[config.mk]
export PLATFORM = sky130hd
export DESIGN_NAME = serial_ctrl
export DESIGN_NICKNAME = d
export VERILOG_FILES = /design/src/rtl/serial_pkg.sv /design/src/rtl/serial_ctrl_clkgen.sv /design/src/rtl/serial_ctrl.sv
export SDC_FILE = /design/constraint.sdc
export NUM_CORES = 1
export LEC_CHECK = 0
export CAP_MARGIN = 20
export CORE_ASPECT_RATIO = 1.1
export CORE_MARGIN = 3
export CORE_UTILIZATION = 30
export DETAILED_ROUTE_END_ITERATION = 8
export PLACE_DENSITY_LB_ADDON = 0.2
export REMOVE_ABC_BUFFERS = 1
export SYNTH_ARGS = -nofsm -noshare
export SYNTH_HDL_FRONTEND = slang
export SYNTH_SLANG_ARGS = --single-unit
[constraint.sdc]
create_clock -name clk -period 4.1 [get_ports clk]
set_clock_uncertainty 0.2 [all_clocks]
set_input_delay 0.82 -clock clk [delete_from_list [all_inputs] [get_ports clk]]
set_output_delay 0.82 -clock clk [all_outputs]
set_load 0.01 [all_outputs]
[src/rtl/serial_pkg.sv]
`default_nettype none
// +----------------------------------------------------------------------------+
// | Module   : serial_pkg                                                      |
// | Purpose  : Shared types and helpers for the serial_ctrl shifter            |
// | Revision : 1.0 - initial release                                           |
// +----------------------------------------------------------------------------+
package serial_pkg;

    typedef enum logic [0:0] {
        IDLE = 1'b0,
        TX   = 1'b1
    } t_serial_state;

    // Counter width that stays legal (>=1) even for a range of a single value.
    function automatic int f_cnt_width(input int n);
        return (n > 1) ? $clog2(n) : 1;
    endfunction

endpackage
`default_nettype wire

[src/rtl/serial_ctrl_clkgen.sv]
`default_nettype none
// +----------------------------------------------------------------------------+
// | Module   : serial_ctrl_clkgen                                              |
// | Purpose  : Half-period divider emitting alternating sample/shift strobes   |
// | Revision : 1.0 - initial release                                           |
// +----------------------------------------------------------------------------+
module serial_ctrl_clkgen
    import serial_pkg::*;
#(
    parameter int HALF_DIV = 2
) (
    input  logic clk,
    input  logic rst,
    input  logic i_restart,
    output logic o_sample_tick,
    output logic o_shift_tick
);

    localparam int                 c_CNT_W    = f_cnt_width(HALF_DIV);
    localparam logic [c_CNT_W-1:0] c_CNT_LAST = c_CNT_W'(HALF_DIV - 1);

    logic [c_CNT_W-1:0] r_cnt;
    logic               r_phase;
    logic               w_tick;

    // Holding restart parks the divider so the first strobe lands HALF_DIV cycles after release.
    assign w_tick = !i_restart && (r_cnt == c_CNT_LAST);

    always_ff @(posedge clk or posedge rst) begin
        if (rst) begin
            r_cnt   <= '0;
            r_phase <= 1'b0;
        end else if (i_restart) begin
            r_cnt   <= '0;
            r_phase <= 1'b0;
        end else if (w_tick) begin
            r_cnt   <= '0;
            r_phase <= ~r_phase;
        end else begin
            r_cnt   <= r_cnt + 1'b1;
        end
    end

    assign o_sample_tick = w_tick & ~r_phase;
    assign o_shift_tick  = w_tick &  r_phase;

endmodule
`default_nettype wire

[src/rtl/serial_ctrl.sv]
`default_nettype none
// +----------------------------------------------------------------------------+
// | Module   : serial_ctrl                                                     |
// | Purpose  : Full-duplex SPI-master style shifter with gated bit clock       |
// | Revision : 1.0 - initial release                                           |
// +----------------------------------------------------------------------------+
module serial_ctrl
    import serial_pkg::*;
#(
    parameter int BITS                = 8,
    parameter bit LOWBIT_FIRST        = 1'b1,
    parameter int MAIN_CLK_HZ         = 50_000_000,
    parameter int SERIAL_CLK_HZ       = 10_000,
    parameter bit SERIAL_CLK_INACTIVE = 1'b1
) (
    input  logic            clk,
    input  logic            rst,
    input  logic [BITS-1:0] in_parallel,
    input  logic            in_enable,
    output logic            out_serial,
    output logic            out_next_word,
    output logic            out_ready,
    output logic            out_clk,
    input  logic            in_serial,
    output logic [BITS-1:0] out_parallel
);

    localparam int                 c_DIV      = MAIN_CLK_HZ / SERIAL_CLK_HZ;
    localparam int                 c_CTR_W    = f_cnt_width(BITS);
    localparam logic [c_CTR_W-1:0] c_LAST_BIT = c_CTR_W'(BITS - 1);

    t_serial_state      r_state, w_state_next;
    logic [BITS-1:0]    r_tx, w_tx_next, w_tx_shifted;
    logic [BITS-1:0]    r_rx, w_rx_next, w_rx_shifted;
    logic [BITS-1:0]    r_par, w_par_next;
    logic [c_CTR_W-1:0] r_ctr, w_ctr_next;
    logic               r_sclk, w_sclk_next;
    logic               w_sample_tick;
    logic               w_shift_tick;
    logic               w_restart;

    assign w_restart = (r_state == IDLE);

    serial_ctrl_clkgen #(
        .HALF_DIV (c_DIV / 2)
    ) u_clkgen (
        .clk           (clk),
        .rst           (rst),
        .i_restart     (w_restart),
        .o_sample_tick (w_sample_tick),
        .o_shift_tick  (w_shift_tick)
    );

    // Received bits land in the same position they were sent from, so loopback is an identity.
    assign w_tx_shifted = LOWBIT_FIRST ? {1'b0, r_tx[BITS-1:1]}     : {r_tx[BITS-2:0], 1'b0};
    assign w_rx_shifted = LOWBIT_FIRST ? {in_serial, r_rx[BITS-1:1]} : {r_rx[BITS-2:0], in_serial};

    always_ff @(posedge clk or posedge rst) begin
        if (rst) begin
            r_state <= IDLE;
        end else begin
            r_state <= w_state_next;
        end
    end

    always_comb begin
        w_state_next = r_state;
        w_tx_next    = r_tx;
        w_rx_next    = r_rx;
        w_ctr_next   = r_ctr;
        w_par_next   = r_par;
        w_sclk_next  = r_sclk;
        case (r_state)
            IDLE: begin
                w_sclk_next = SERIAL_CLK_INACTIVE;
                if (in_enable) begin
                    w_state_next = TX;
                    w_tx_next    = in_parallel;
                    w_ctr_next   = '0;
                end
            end
            TX: begin
                if (w_sample_tick) begin
                    w_sclk_next = ~SERIAL_CLK_INACTIVE;
                    w_rx_next   = w_rx_shifted;
                end
                if (w_shift_tick) begin
                    w_sclk_next = SERIAL_CLK_INACTIVE;
                    if (r_ctr == c_LAST_BIT) begin
                        // Word boundary: the divider keeps running, so a follow-on word has no gap.
                        w_par_next = r_rx;
                        w_ctr_next = '0;
                        if (in_enable) begin
                            w_tx_next = in_parallel;
                        end else begin
                            w_state_next = IDLE;
                            w_tx_next    = '0;
                        end
                    end else begin
                        w_ctr_next = r_ctr + 1'b1;
                        w_tx_next  = w_tx_shifted;
                    end
                end
            end
            default: begin
                w_state_next = IDLE;
            end
        endcase
    end

    always_ff @(posedge clk or posedge rst) begin
        if (rst) begin
            r_tx   <= '0;
            r_rx   <= '0;
            r_par  <= '0;
            r_ctr  <= '0;
            r_sclk <= SERIAL_CLK_INACTIVE;
        end else begin
            r_tx   <= w_tx_next;
            r_rx   <= w_rx_next;
            r_par  <= w_par_next;
            r_ctr  <= w_ctr_next;
            r_sclk <= w_sclk_next;
        end
    end

    assign out_serial    = LOWBIT_FIRST ? r_tx[0] : r_tx[BITS-1];
    assign out_next_word = (r_state == TX) && (r_ctr == c_LAST_BIT);
    assign out_ready     = (r_state == IDLE);
    assign out_clk       = r_sclk;
    assign out_parallel  = r_par;

endmodule
`default_nettype wire

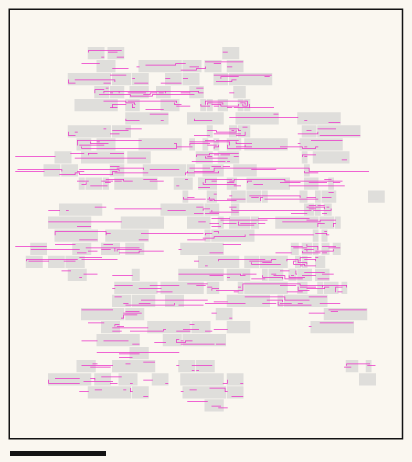
(run_1/m1.png)
Bar = 20 um. Cells faint in the background.
wire length on this layer: 1520 um
nets with wire on the layer: 171
share of all routed wire: 44%
longest straight run: 19.8 um
main direction: horizontal
routing usage on met1: 12.2%
drt total wl: 3500 um
Vias: 1203

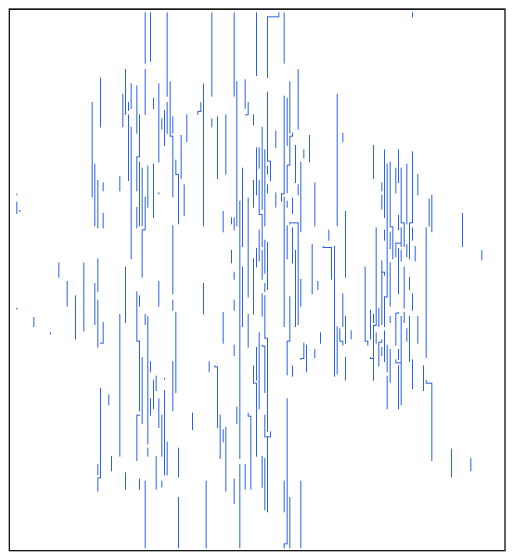
(run_1/m2.png)
longest straight run: 42.5 um
nets with wire on the layer: 169
wire length on this layer: 1830 um
main direction: vertical
met2 GRT Util: 19.2%

==> run summary, run 1 <==
impl run done, here's what came out: Core Util at FP=31.9%, CP startpoint=r_state$_DFF_PP0_, final hold viol count=0, Critical Path RT=3.08 ns, max reg flops=12, LEAKAGE=1.07 nW, clk sinks=42, switch share=28.4%, Int Pwr=0.662 mW, worst hold start=u_clkgen.r_cnt[0]$_DFF_PP0_, mux share=14.8%, initial antenna violation count=0, Top Layer Used=met4, worst r2r dst=r_tx[6]$_DFFE_PP0P_, Post-synth top flop=dfrtp_1, CP bufs+invs=2, vias per cell=4.70, CTS root buf=clkbuf_8, number of logic gates=102, Comb/total area=35.4%, TAP cells=77, Chip Height=89.2 um, Slew @ Worst Pin=0.521 ns, met3 wire len=104 um, DR iter-0 viols=44, status=completed
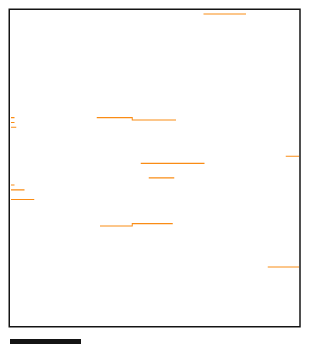
(run_1/m3.png)
Bar = 20 um.
share of all routed wire: 3.0%
main direction: horizontal
global-route met3 utilization: 3.33%

==> run_1/clock_nets.png <==
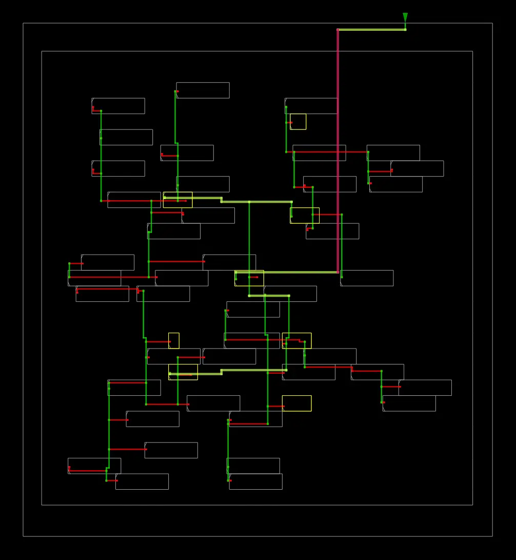

==> run 2, diff against run 1 <==
==> constraint.sdc (replaced) <==
create_clock -name clk -period 2.6 [get_ports clk]
set_clock_uncertainty 0.2 [all_clocks]
set_input_delay 0.52 -clock clk [delete_from_list [all_inputs] [get_ports clk]]
set_output_delay 0.52 -clock clk [all_outputs]
set_load 0.01 [all_outputs]
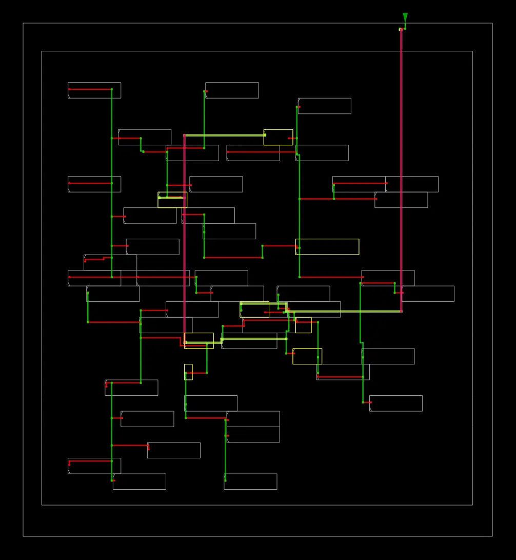
(run_2/clock_nets.png)
clk pwr: 0.520 mW
CLK BUF: 6
clk sinks: 42
Latency at later pin: 0.29 ns
Seq cells: 42

==> run 2 against run 1 <==
Largest power group unchanged. Sequential power up 58%. Global-route usage grew 0.46 points. Setup slack lost 1.1 ns. Power increased by 67%. Die size unchanged. Register-to-register slack worse by 1.5 ns. Sequential share of layout area decreased by 0.49 points. Highest routed layer unchanged. Via count up 4.2%. Critical path type unchanged. Non-clock buffer count increased by 1. Cell area up 1.1%. Count of clock-buffer cells in the layout unchanged.
==> run summary, run 2 <==
impl run done, here's what came out: Fin Setup TNS=0 ns, number of logic gates=102 (unchanged), switch share=27.7% (-0.62 points), post-detailed-route count of antenna-violating nets=0, Comb/total area=35.2% (-0.27 points), Critical Path RT=1.88 ns (-1.20 ns), final hold viol count=0 (unchanged), drt total wl=3570 um (+2.1%), worst r2r dst=r_tx[6]$_DFFE_PP0P_, DR iter-0 viols=84 (+91%), Hold-fix buffers, CTS=0, Vias=1253 (+4.2%), Top Layer Used=met4, met2 GRT Util=18.1% (-1.0 points), cycle use final=95.2%, Data buffer area share=10.5%, vias per cell=4.88 (+3.8%), met3 wire len=136 um (+31%), TAP cells=77 (unchanged), global-route met3 utilization=2.92% (-0.40 points), CP bufs+invs=1 (-1), Int Pwr=1.12 mW (+69%), Core Util at FP=31.9% (unchanged), first-pass GRT wire length=6170 um, Slew @ Worst Pin=0.535 ns (+0.0143 ns), Clock power frac=33.6%, fmax=0.404 GHz, status=completed, I/O Buffers=23, Post-synth top cells=dfrtp_1, mux2_2, nor2_1, nand2_1, xnor2_1, Post-synth top flop=dfrtp_1, max reg flops=12 (unchanged), worst hold start=u_clkgen.r_cnt[0]$_DFF_PP0_, CTS root buf=clkbuf_8, Main logic family=simple AND/OR/NAND/NOR gates, routing usage on met1=14.0% (+1.8 points), IO Count=24, mux share=14.8% (unchanged)
==> run_2/m2.png <==
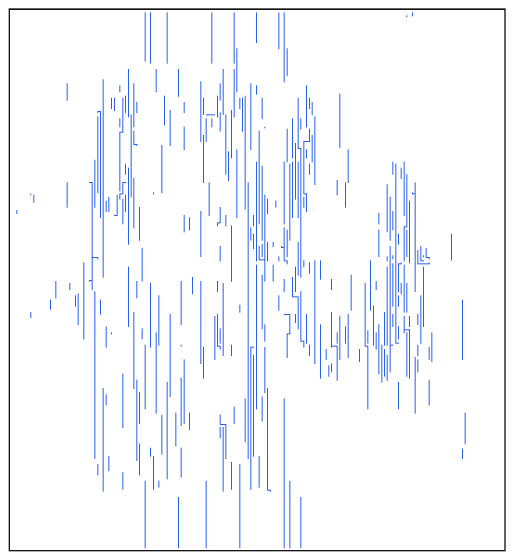

==> run 3, diff against run 2 <==
--- a/config.mk
+++ b/config.mk
@@ -9,6 +9,7 @@
 export CORE_ASPECT_RATIO = 1.1
 export CORE_MARGIN = 3
 export CORE_UTILIZATION = 30
+export CTS_BUF_LIST = sky130_fd_sc_hd__clkbuf_4 sky130_fd_sc_hd__clkbuf_8
 export DETAILED_ROUTE_END_ITERATION = 8
 export PLACE_DENSITY_LB_ADDON = 0.2
 export REMOVE_ABC_BUFFERS = 1
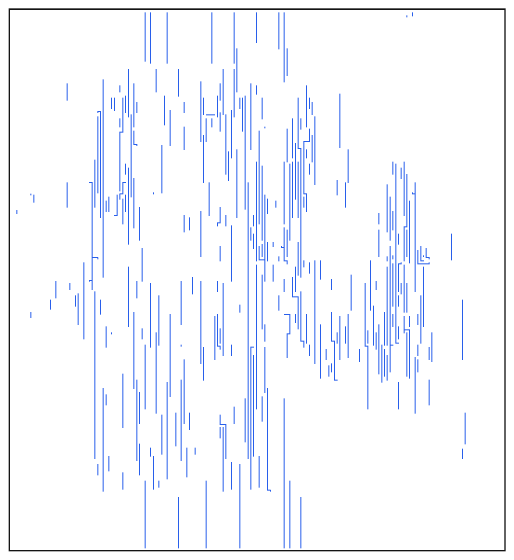
(run_3/m2.png)
wire length on this layer: 1820 um
main direction: vertical

==> run 3 against run 2 <==
Power is 0.69% higher. Global-route usage stayed put. Synthesized area stayed put. Non-clock buffer count stayed put. Worst hold slack stayed put. Flip-flop count stayed put. Die size stayed put. First-iteration DRC count stayed put. Clock power is 2% higher. Sequential power hardly changed. Core utilization is 0.063 points higher. Via count hardly changed. Critical path type unchanged.
==> run summary, run 3 <==
impl run done, here's what came out: status=completed, max reg flops=12 (unchanged), TAP cells=77 (unchanged), Core Util at FP=31.9% (unchanged), Data buffer area share=10.5% (-0.017 points), clk pwr=0.530 mW (+2%), IO Count=24 (unchanged), cycle use final=95.2% (unchanged), number of logic gates=102 (unchanged), Top Layer Used=met4, Hold-fix buffers, CTS=0 (unchanged), met2 GRT Util=18.1% (unchanged), Vias=1254 (+0.080%), global-route met3 utilization=2.92% (unchanged), DR iter-0 viols=84 (unchanged), clk sinks=42 (unchanged), I/O Buffers=23 (unchanged), post-detailed-route count of antenna-violating nets=0 (unchanged), vias per cell=4.88 (about the same), CTS root buf=clkbuf_8, Clock power frac=34.0% (+0.4 points), CP bufs+invs=1 (unchanged), Main logic family=simple AND/OR/NAND/NOR gates, final hold viol count=0 (unchanged), fmax=0.404 GHz (unchanged), worst hold start=u_clkgen.r_cnt[0]$_DFF_PP0_, Post-synth top cells=dfrtp_1, mux2_2, nor2_1, nand2_1, xnor2_1, switch share=27.6% (-0.18 points), first-pass GRT wire length=6170 um (unchanged), mux share=14.8% (unchanged), Fin Setup TNS=0 ns (unchanged), Seq cells=42 (unchanged), worst r2r dst=r_tx[6]$_DFFE_PP0P_, met3 wire len=136 um (unchanged), routing usage on met1=14.0% (unchanged)
Power is estimated from default activity; no workload was simulated.
